### config.mk
export PLATFORM = sky130hd
export DESIGN_NAME = pipe_ctrl_unit
export DESIGN_NICKNAME = d
export VERILOG_FILES = /design/src/rtl/pipe_ctrl_unit.sv
export SDC_FILE = /design/constraint.sdc
export NUM_CORES = 1
export LEC_CHECK = 0
export ABC_CLOCK_PERIOD_IN_PS = 2100
export CORE_UTILIZATION = 40
export DETAILED_ROUTE_END_ITERATION = 8
export PLACE_DENSITY = 0.73
export SYNTH_ARGS = -nofsm -noshare
export SYNTH_HDL_FRONTEND = slang
export SYNTH_SLANG_ARGS = --single-unit
### constraint.sdc
create_clock -name clk -period 2.1 [get_ports clk]
set_input_delay 0.21 -clock clk [delete_from_list [all_inputs] [get_ports clk]]
set_output_delay 0.21 -clock clk [all_outputs]
set_load 0.02 [all_outputs]
### src/rtl/pipe_ctrl_unit.sv
// ID-stage control for the 5-stage core: decode, branch/jump resolution,
// load-use and mult/div hazard stalls, ID/EX control register, MD sequencer.
module pipe_ctrl_unit #(
  parameter int unsigned MULT_LAT = 4,
  parameter int unsigned DIV_LAT  = 16,
  parameter int unsigned CNT_W    = 5
) (
  input  logic        clk,
  input  logic        rst,
  input  logic [5:0]  inst,
  input  logic [5:0]  funct,
  input  logic [4:0]  id_rs,
  input  logic [4:0]  id_rt,
  input  logic        eq,
  output logic        pc_write,
  output logic        ifid_write,
  output logic        if_flush,
  output logic        pc_src,
  output logic        jump,
  output logic        jump_r,
  output logic [10:0] ex_ctrl,
  output logic        md_start,
  output logic        md_op,
  output logic        md_busy,
  output logic        md_done
);

  localparam logic [5:0] OP_RTYPE = 6'h00;
  localparam logic [5:0] OP_J     = 6'h02;
  localparam logic [5:0] OP_JAL   = 6'h03;
  localparam logic [5:0] OP_BEQ   = 6'h04;
  localparam logic [5:0] OP_BNE   = 6'h05;
  localparam logic [5:0] OP_LW    = 6'h23;
  localparam logic [5:0] OP_SW    = 6'h2b;

  localparam logic [5:0] F_SLL  = 6'd0;
  localparam logic [5:0] F_JR   = 6'd8;
  localparam logic [5:0] F_JALR = 6'd9;
  localparam logic [5:0] F_MFHI = 6'd16;
  localparam logic [5:0] F_MFLO = 6'd18;
  localparam logic [5:0] F_MULT = 6'd24;
  localparam logic [5:0] F_DIV  = 6'd26;

  localparam logic [0:0] S_IDLE = 1'b0;
  localparam logic [0:0] S_BUSY = 1'b1;

  localparam logic [CNT_W-1:0] MULT_CNT = CNT_W'(MULT_LAT);
  localparam logic [CNT_W-1:0] DIV_CNT  = CNT_W'(DIV_LAT);
  localparam logic [CNT_W-1:0] CNT_ONE  = CNT_W'(1);

  typedef struct packed {
    logic       shift;
    logic       ra_write;
    logic       mem_to_reg;
    logic       mem_read;
    logic       mem_write;
    logic       reg_dst;
    logic [1:0] alu_op;
    logic       alu_src;
    logic       reg_write;
    logic       branch;
  } ctrl_t;

  ctrl_t            bundle, ex_q;
  logic [4:0]       ex_rt;
  logic             jump_d, jump_r_d, br_taken, lu_stall, md_stall, stall;
  logic             is_rtype, is_md_op, uses_md, issue;
  logic [0:0]       state_q, state_d;
  logic [CNT_W-1:0] cnt_q, cnt_d;
  logic             md_start_d, md_op_d;

  // Main decode of the ID instruction into the EX control bundle
  always_comb begin
    bundle   = '0;
    jump_d   = 1'b0;
    jump_r_d = 1'b0;
    case (inst)
      OP_RTYPE: begin
        bundle.reg_write = 1'b1;
        bundle.reg_dst   = 1'b1;
        bundle.alu_op    = 2'b10;
        case (funct)
          F_SLL:   bundle.shift = 1'b1;
          F_JR: begin
            bundle.reg_write = 1'b0;
            jump_r_d         = 1'b1;
          end
          F_JALR: begin
            bundle.ra_write = 1'b1;
            jump_r_d        = 1'b1;
          end
          default: ;
        endcase
      end
      OP_BEQ, OP_BNE: begin
        bundle.branch = 1'b1;
        bundle.alu_op = 2'b01;
      end
      OP_J:   jump_d = 1'b1;
      OP_JAL: begin
        jump_d           = 1'b1;
        bundle.reg_write = 1'b1;
        bundle.ra_write  = 1'b1;
      end
      OP_LW: begin
        bundle.alu_src    = 1'b1;
        bundle.mem_read   = 1'b1;
        bundle.mem_to_reg = 1'b1;
        bundle.reg_write  = 1'b1;
      end
      OP_SW: begin
        bundle.alu_src   = 1'b1;
        bundle.mem_write = 1'b1;
      end
      default: begin
        bundle.alu_src   = 1'b1;
        bundle.reg_write = 1'b1;
        bundle.alu_op    = 2'b11;
      end
    endcase
  end

  assign is_rtype = (inst == OP_RTYPE);
  assign is_md_op = is_rtype && (funct == F_MULT || funct == F_DIV);
  assign uses_md  = is_md_op || (is_rtype && (funct == F_MFHI || funct == F_MFLO));
  assign br_taken = (inst == OP_BEQ && eq) || (inst == OP_BNE && !eq);

  assign md_busy = (state_q == S_BUSY);
  assign md_done = md_busy && (cnt_q == CNT_ONE);

  assign lu_stall = ex_q.mem_read && (ex_rt != 5'd0) && (ex_rt == id_rs || ex_rt == id_rt);
  assign md_stall = uses_md && md_busy;
  assign stall    = lu_stall || md_stall;
  assign issue    = is_md_op && !stall;

  // A stalled instruction must not redirect fetch; it resolves once released
  assign pc_write   = !stall;
  assign ifid_write = !stall;
  assign pc_src     = br_taken && !stall;
  assign jump       = jump_d && !stall;
  assign jump_r     = jump_r_d && !stall;
  assign if_flush   = (br_taken || jump_d || jump_r_d) && !stall;

  assign ex_ctrl = ex_q;

  // ID/EX control register; a stall injects an all-zero bubble
  always_ff @(posedge clk or posedge rst) begin
    if (rst) begin
      ex_q  <= '0;
      ex_rt <= 5'd0;
    end else begin
      ex_q  <= stall ? ctrl_t'(11'd0) : bundle;
      ex_rt <= id_rt;
    end
  end

  // MD sequencer next-state logic
  always_comb begin
    state_d    = state_q;
    cnt_d      = cnt_q;
    md_start_d = 1'b0;
    md_op_d    = md_op;
    case (state_q)
      S_IDLE: begin
        if (issue) begin
          md_start_d = 1'b1;
          md_op_d    = (funct == F_DIV);
          cnt_d      = (funct == F_DIV) ? DIV_CNT : MULT_CNT;
          state_d    = S_BUSY;
        end
      end
      S_BUSY: begin
        cnt_d = cnt_q - CNT_ONE;
        if (cnt_q == CNT_ONE) state_d = S_IDLE;
      end
      default: state_d = S_IDLE;
    endcase
  end

  always_ff @(posedge clk or posedge rst) begin
    if (rst) begin
      state_q  <= S_IDLE;
      cnt_q    <= '0;
      md_start <= 1'b0;
      md_op    <= 1'b0;
    end else begin
      state_q  <= state_d;
      cnt_q    <= cnt_d;
      md_start <= md_start_d;
      md_op    <= md_op_d;
    end
  end

endmodule

**Pin map**

The bar under the picture is 20 um long. Pins as bars across the die edge, other pins in grey.
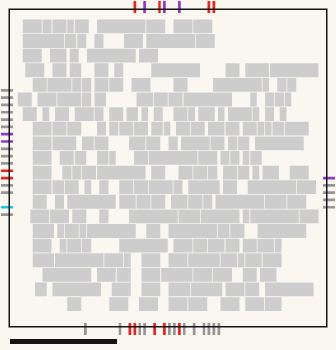
- purple: funct (pins 6; direction input; edge 3 top, 2 left, 1 right)
- red: ex_ctrl (pins 11; direction output; edge 5 bottom, 4 top, 2 left)
- cyan: ifid_write (pins 1; direction output; edge left)
- all pins by edge: 17 bottom, 17 left, 7 top, 5 right

**Wiring heat map**

12 x 12 tiles, from white (low) to dark blue (high), scaled to the fullest tile. Values are wire area over tile area, all layers added.
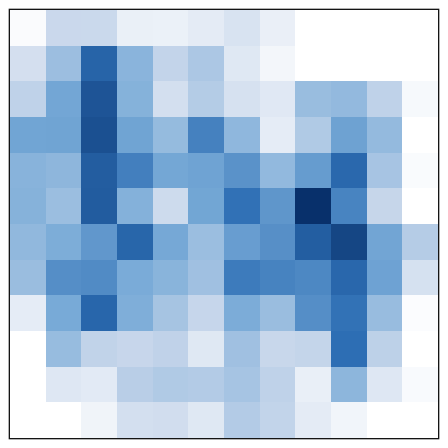
- tiles over half the peak: 29%
- mean over tiles: 0.18
- fullest tile: 0.49
- emptiest ninth of the die: upper right
- nearly empty tiles: 13%

==> impl_metrics.csv <==
group,metric,value,unit
setup_path,r2r_slack,-0.08,ns
clock_tree,cts_buffers,3,
synthesis,avgSynthCellArea,9.43,um2
finish,comb_area_frac,0.336,
setup_path,max_stage_delay,0.47,ns
finish,mostFrequentLayoutCells,"buf_4 (46), clkdlybuf4s50_1 (38), dfrtp_1 (23)",
power_and_ir_drop,sequentialPower,520,uW
finish,antennaDiodeCount,0,
place,portBuffers,45,
routing,wl_per_cell,14.4,um
status,outcome,"finished with violations",
synthesis,ys_warn_count,0,
finish,inv_count,5,
synthesis,mux_share,0.00872,
floorplan,die-height,58.8,um
sta,max_freq,449,MHz
finish,seq_area,576,um2
sta,hold_violations,0,
clock_tree,htree_levels,1,
clock_tree,hold_buffers,0,
power_and_ir_drop,p_sw,334,uW
setup_path,r2r_cells,11,
routing,firstDrtPassIters,4,
grt,grt-busiest-layer,"met2",
grt,antenna_found_initial,0,
floorplan,chip_area,3460,um2
synthesis,synth.cellmix.compoundShare,0.148,
routing,wl_met1,1.47,mm
sta,setup_viol,11,
synthesis,ys_seq_frac,0.446,
finish,syn2layout_area_growth,69.5,%
sta,grt_setup_unrepaired,"yes",
synthesis,ys_chip_area,1290,um2
setup_path,crit_chain,"xnor2_1, nand3_1, o22a_1, o21ai_1, buf_4, buf_4, inv_4, buf_6",
floorplan,nWellTaps,44,
power_and_ir_drop,powerClk,212,uW
grt,grt_pass1_vias,1390,
grt,grt_use_met1,0.257,
finish,nNetsFinal,250,
routing,dr_total_vias,1377,
power_and_ir_drop,clkPwrFrac,0.199,
routing,route.detailed.drc,0,
synthesis,synthXorXnorAreaFrac,0.0882,
setup_path,r2r-start,"ex_rt[4]$_DFF_PP0_",
synthesis,yosys_cells,137,
setup_path,crit_start,"ex_rt[0]$_DFF_PP0_",
sta,fin_crit_sh,1.06,
sta,finalWorstSetupSlack,-0.128,ns
finish,nClkBuffers,3,
synthesis,ff_type,"dfrtp_1",
status,violations,"negative setup slack",
job,warnings,29,
clock_tree,cts_setup_buffers,8,
sta,tightest_slew,0.340,ns
power_and_ir_drop,comb_power_share,0.314,
power_and_ir_drop,peakVddDrop,0.000245,V
clock_tree,clkSlewWorstSetupHoldPaths,0.14,ns
routing,highest_layer,"met4",
synthesis,top_logic_kind,"simple AND/OR/NAND/NOR gates",
sta,worst_hold_slack,0.224,ns
synthesis,ys_sh_simple,0.247,
clock_tree,root_buffer,"clkbuf_4",
power_and_ir_drop,power_leader,"sequential cells",
finish,nMultiInputCombCells,102,
clock_tree,insertion_delay,0.32,ns
setup_path,worstPathRequired,1.89,ns
routing,wl_met2,2.11,mm
synthesis,ys_sh_adder,0.0194,
